## src/rtl/morz_digit_tx.sv

```systemverilog
// Morse transmitter for decimal digits: one digit per handshake, keyed out on M.
// Optional one-entry holding register is enabled with `define MORZ_TX_HOLD_EN.
module morz_digit_tx #(
  parameter int unsigned STROB_DIV  = 12500000,
  parameter int unsigned DOT_T      = 2,
  parameter int unsigned DASH_T     = 5,
  parameter int unsigned GAP_T      = 2,
  parameter int unsigned CHAR_GAP_T = 8
) (
  input  logic       C,
  input  logic       R,
  input  logic [3:0] D,
  input  logic       Start,
  output logic       Ready,
  output logic       M,
  output logic       Done,
  output logic       Err
);

  typedef enum logic [1:0] {IDLE, MARK, SPACE, CHARGAP} state_t;

  state_t      state, state_n;
  logic [4:0]  pat, pat_n;
  logic [2:0]  idx, idx_n;
  logic [23:0] presc, presc_n;
  logic [3:0]  dur, dur_n;
  logic        done_n, err_n;
  logic        tick, good, bad;
  logic [3:0]  mark_last;

  function automatic logic [4:0] digit_pat(input logic [3:0] d);
    case (d)
      4'd0:    digit_pat = 5'b11111;
      4'd1:    digit_pat = 5'b01111;
      4'd2:    digit_pat = 5'b00111;
      4'd3:    digit_pat = 5'b00011;
      4'd4:    digit_pat = 5'b00001;
      4'd5:    digit_pat = 5'b00000;
      4'd6:    digit_pat = 5'b10000;
      4'd7:    digit_pat = 5'b11000;
      4'd8:    digit_pat = 5'b11100;
      default: digit_pat = 5'b11110;
    endcase
  endfunction

  assign tick      = (presc == 24'(STROB_DIV - 1));
  assign good      = Start && (D <= 4'd9);
  assign bad       = Start && (D > 4'd9);
  // pat shifts left on each mark exit, so bit 4 is always the current element
  assign mark_last = pat[4] ? 4'(DASH_T - 1) : 4'(DOT_T - 1);

`ifdef MORZ_TX_HOLD_EN
  logic       hold_full, hold_full_n;
  logic [4:0] hold_pat, hold_pat_n;
  logic       take;

  assign take = good && !hold_full;

  always_comb Ready = !hold_full;

  always_ff @(posedge C or posedge R) begin
    if (R) begin
      hold_full <= 1'b0;
      hold_pat  <= '0;
    end else begin
      hold_full <= hold_full_n;
      hold_pat  <= hold_pat_n;
    end
  end
`else
  always_comb Ready = (state == IDLE);
`endif

  always_comb begin
    state_n = state;
    pat_n   = pat;
    idx_n   = idx;
    done_n  = 1'b0;
    err_n   = 1'b0;
    presc_n = tick ? '0 : presc + 24'd1;
    dur_n   = tick ? dur + 4'd1 : dur;
`ifdef MORZ_TX_HOLD_EN
    hold_full_n = hold_full;
    hold_pat_n  = hold_pat;
    err_n       = bad;
    if (take && state != IDLE) begin
      hold_full_n = 1'b1;
      hold_pat_n  = digit_pat(D);
    end
`endif
    case (state)
      IDLE: begin
`ifdef MORZ_TX_HOLD_EN
        if (take) begin
`else
        err_n = bad;
        if (good) begin
`endif
          state_n = MARK;
          pat_n   = digit_pat(D);
          idx_n   = '0;
        end
      end
      MARK: begin
        if (tick && dur == mark_last) begin
          idx_n   = idx + 3'd1;
          pat_n   = {pat[3:0], 1'b0};
          state_n = (idx == 3'd4) ? CHARGAP : SPACE;
        end
      end
      SPACE: begin
        if (tick && dur == 4'(GAP_T - 1))
          state_n = MARK;
      end
      default: begin
        if (tick && dur == 4'(CHAR_GAP_T - 1)) begin
          done_n  = 1'b1;
          state_n = IDLE;
`ifdef MORZ_TX_HOLD_EN
          // Held digit (or one arriving on this very edge) launches without visiting IDLE
          if (hold_full || take) begin
            state_n     = MARK;
            pat_n       = hold_full ? hold_pat : digit_pat(D);
            idx_n       = '0;
            hold_full_n = 1'b0;
          end
`endif
        end
      end
    endcase
    if (state_n != state) begin
      presc_n = '0;
      dur_n   = '0;
    end
  end

  always_ff @(posedge C or posedge R) begin
    if (R) begin
      state <= IDLE;
      pat   <= '0;
      idx   <= '0;
      presc <= '0;
      dur   <= '0;
      M     <= 1'b0;
      Done  <= 1'b0;
      Err   <= 1'b0;
    end else begin
      state <= state_n;
      pat   <= pat_n;
      idx   <= idx_n;
      presc <= presc_n;
      dur   <= dur_n;
      M     <= (state_n == MARK);
      Done  <= done_n;
      Err   <= err_n;
    end
  end

endmodule

```

## config.mk

```make
export PLATFORM = sky130hd
export DESIGN_NAME = morz_digit_tx
export DESIGN_NICKNAME = d
export VERILOG_FILES = /design/src/rtl/morz_digit_tx.sv
export SDC_FILE = /design/constraint.sdc
export NUM_CORES = 1
export LEC_CHECK = 0
export ABC_AREA = 1
export CAP_MARGIN = 20
export CORE_AREA = 8 8 74 124
export CTS_CLUSTER_DIAMETER = 150
export DETAILED_ROUTE_END_ITERATION = 16
export DIE_AREA = 0 0 82 132
export GPL_ROUTABILITY_DRIVEN = 0
export GPL_TIMING_DRIVEN = 0
export HOLD_SLACK_MARGIN = 0.1
export PLACE_DENSITY = 0.52
export SLEW_MARGIN = 20
export SYNTH_ARGS = -nofsm -noshare
export SYNTH_HDL_FRONTEND = slang
export SYNTH_SLANG_ARGS = --single-unit
```

## constraint.sdc

```tcl
create_clock -name C -period 2.2 [get_ports C]
set_input_delay 0.44 -clock C [delete_from_list [all_inputs] [get_ports C]]
set_output_delay 0.44 -clock C [all_outputs]
set_load 0.005 [all_outputs]
```

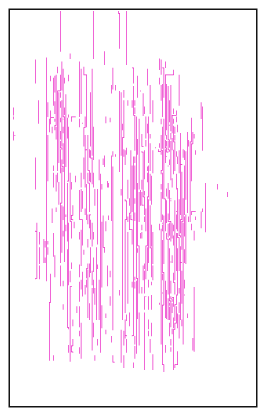
(met2 routing)
(3 px per um)
main direction	vertical
share of all routed wire	56%
grt met2 use: 24.26%
routed wire length: 6.494 mm
DR vias: 2,235

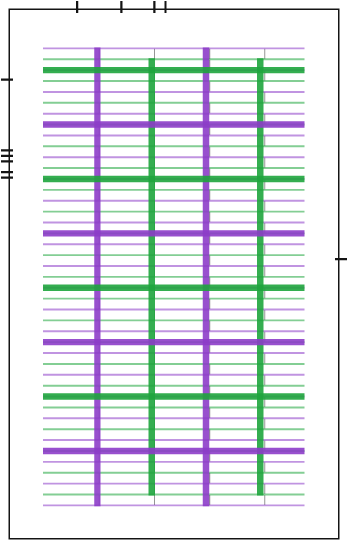
(power grid)
(4 px per um) Pins as bars on the die edge. Tap cells in grey.
colour	net
green	VDD
purple	VSS
tap cells	88
met5 straps	8
met1 rails	43
total core area: 0.007462 mm^2
chip width: 82 um
Max IR drop VDD: 0.3983 mV
die height: 132 um

==> run_results.csv <==
group,metric,value,unit
synthesis,synth.most_common_cell,"nand2_1",
timing,hold_ws,0.4118,ns
status,status,"finished, final reports clean",
synthesis,synth_seq_share,40.76,%
placement,dp_cells,443,
placement,io_buffers,10,
grt,antenna_found_initial,0,
synthesis,edf_count,0,
layout,syn_to_final_growth,16.25,%
synthesis,yosysWarnings,0,
power,power_frac_seq,41.8,%
floorplan,chip_area,0.01082,mm^2
job,warnings,28,
grt,grt_pass1_vias,2349,
timing,maxSlewHeadroom,71.16,%
timing,hold_violations,0,
worst_setup_path,arrival,2.20,ns
power,switchingPower,778.2,uW
layout,diodes,0,
grt,grt_util_met1,11.35,%
placement,dpl.hpwl,5.210,mm
timing,post-route-period-util,90.42,%
synthesis,synth_area,0.002517,mm^2
worst_setup_path,worstSetupPathType,"reg2reg",
detailed_routing,ant_nets,0,
worst_setup_path,r2r_cells,10,
power,comb_power_share,24.3,%
worst_setup_path,cp-start-kind,"flip-flop",
timing,setup_viol,0,
clock_network,numCtsBuffers,5,
synthesis,yosys_most_used_dff,"dfrtp_1",
worst_setup_path,reg2reg_setup_slack,0.21,ns
power,p_int,1.634,mW
clock_network,holdBufCountCts,0,
hold_path,hp-class,"in2async",
detailed_routing,drc_errors,0,
power,leakage,1.337,nW
grt,grt_start_max_net_pins,31,
worst_setup_path,setup.worst_path.start,"presc[0]$_DFF_PP0_",
worst_setup_path,crit_chain,"ha_2 > nand2_2 > nor2_4 > nand2_1 > nor2_2 > nand2_1 > nor2_2 > nand3_1 > xor2_1 > nor2_1",
synthesis,largest_area_cell,"dfrtp_1",
grt,grt_overflow,0,
clock_network,clockRootBuffer,"clkbuf_16",
grt,busiest_layer,"met2",
layout,fin_nets,375,
detailed_routing,drtPass1Iterations,4,
timing,worstMarginPinSlew,0.4310,ns
power,p_clk_share,33.9,%
worst_setup_path,crit_family,"simple AND/OR/NAND/NOR gates",
clock_network,cts_tree,"done",
floorplan,floorplan.core_util,33.74,%
job,cap_violations,0,
clock_network,clk_latency,0.29,ns
synthesis,synth.distinct_cells,29,
worst_setup_path,crit_required,2.41,ns
synthesis,synthTopCellsByArea,"dfrtp_1 41%, nand2_1 11%, nor2_1 9.4%",
worst_setup_path,timing.rr.end,"presc[16]$_DFF_PP0_",
synthesis,fp_nets,356,
timing,fin_setup_tns,0,ns
power,power.density,824.2,mW/mm^2
synthesis,yosysTopAreaCellShare,40.76,%
worst_setup_path,end_kind,"flip-flop",
clock_network,cts_max_path_buffers,2,
floorplan,ios,11,
clock_network,clkTransAtPathRegs,0.06,ns
synthesis,syn_area_per_cell,7.318,um^2
worst_setup_path,cp_slowest_cell,"dfrtp_2",
worst_setup_path,cp.depth,10,
detailed_routing,drtIter0Drc,125,
timing,skew,0.007772,ns
timing,slew_viol_final,0,
synthesis,top_cells_by_count,"71 x nand2_1, 63 x nor2_1, 47 x inv_1",
synthesis,yosys-stat-area,0.002517,mm^2
synthesis,ys_ff,41,
power,swShare,32.26,%
worst_setup_path,r2r-start,"presc[0]$_DFF_PP0_",
timing,fin_crit,1.989,ns
floorplan,fp-row-count,42,
worst_setup_path,slowest_delay,0.42,ns
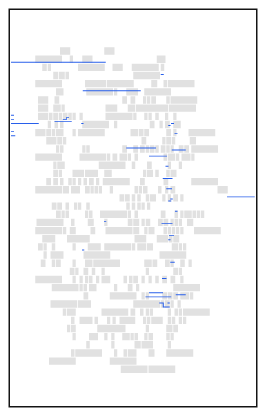
(M3 wires)
(3 px per um) Cells faint in the background.
share of all routed wire	2.1%
wire length on this layer	136 um
met3 Usage GRT: 2.664%

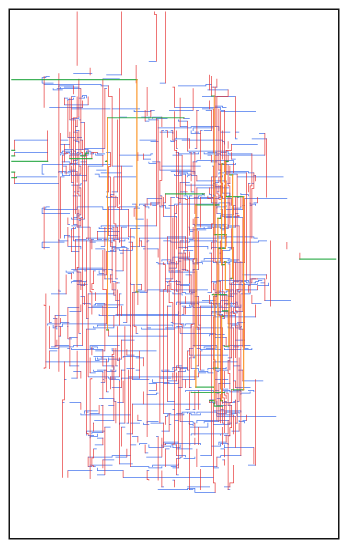
(wiring by layer)
(4 px per um)
colour	layer	wire length
blue	M1	2,290 um
red	M2	3,650 um
orange	M4	414 um
green	M3	136 um
DR WL/cell: 14.40 um
gr usage total: 13.20%

-- layout by cell type (no fill, tap or decap), types with 2 or more instances in the layout --
master	netlist	layout
a21o_1	3	3
nor2_1	63	61
nand2_2	2	3
nor3b_1	2	2
buf_6	2	2
xnor2_1	2	2
or2_2	2	2
clkdlybuf4s50_1	0	10
nand3b_1	2	2
o211ai_1	6	6
ha_1	5	4
dfrtp_1	41	40
inv_1	47	45
inv_2	0	2
nor2_4	4	4
nor3_1	16	16
clkbuf_16	0	5
o21ai_0	12	12
nand3_1	37	37
nand4_1	7	7
xor2_1	6	6
a21oi_1	2	2
nor2_2	3	5
nand2_1	71	70
nand4_2	2	2
-- routing by layer --
layer / routed length [um] / vias to the layer above
li1: - / 1143
met4: 414 / 0
met2: 3651 / 43
met1: 2291 / 1024
met3: 136 / 25
met5: 0 / -
-- sequential cells by signal, summed over array words and instances (netlist names) --
name   cells
Done       1
Err        1
M          1
dur        4
idx        3
pat        5
presc     24
state      2
-- logic make-up after synthesis --
| group | synth area share (%) |
|---|---|
| simple gates | 39.51 |
| buf+inv | 8.101 |
| flops | 40.76 |
| compound gates | 6.362 |
| xor+xnor | 2.783 |
| fa+ha+maj | 2.485 |
-- worst min-delay path by stage --
| stage | slack (ns) | cells after the start | end | start |
|---|---|---|---|---|
| 3_3_place_gp | 0.50 | 2 | pat[3]$_DFFE_PP0P_ | pat[3]$_DFFE_PP0P_ |
| 6_report | 0.41 | 2 | pat[2]$_DFFE_PP0P_ | R |
| 2_1_floorplan | 0.48 | 2 | pat[3]$_DFFE_PP0P_ | pat[3]$_DFFE_PP0P_ |
| 5_1_grt | 0.46 | 2 | pat[2]$_DFFE_PP0P_ | R |
| 4_1_cts | 0.42 | 2 | pat[2]$_DFFE_PP0P_ | R |
| 3_5_place_dp | 0.50 | 2 | pat[3]$_DFFE_PP0P_ | pat[3]$_DFFE_PP0P_ |
-- stage by stage --
step           setup slack (ns)  instance area [um^2]  power (mW)
3_5_place_dp           -0.04154                  2748       1.602
3_3_place_gp            -0.1518                  2728       1.592
2_1_floorplan            0.3819                  2517       1.434
6_report                 0.2108                  2927       2.412
5_1_grt               -0.005554                  2927       2.573
4_1_cts                 0.04577                  2914       2.447
-- area by class of cell --
class | count | area, um^2
Fill cell | 816 | 4536
Inverter | 47 | 176.4
Clock inverter | 2 | 35.03
Buffer | 3 | 27.53
Sequential cell | 41 | 1027
Clock buffer | 5 | 125.1
Tap cell | 88 | 110.1
Multi-Input combinational cell | 253 | 1297
Timing Repair Buffer | 12 | 127.6
-- power by group through the flow --
stage               Combinational, mW  Clock [mW]  Sequential [mW]
floorplan                       0.445           0            0.989
finish                          0.586       0.817             1.01
global route                    0.679       0.867             1.03
detailed placement              0.582           0             1.02
CTS                             0.593       0.845             1.01
global placement                0.572           0             1.02
-- repair_timing --
| action | in CTS | in global routing |
|---|---|---|
| endpoints found under the setup margin | 20 | 21 |
| resized | 3 | 3 |
| setup buffers | 0 | 1 |
| pin swaps | 0 | 2 |
Power figures rest on the tool's default switching activity, not on a simulated workload.
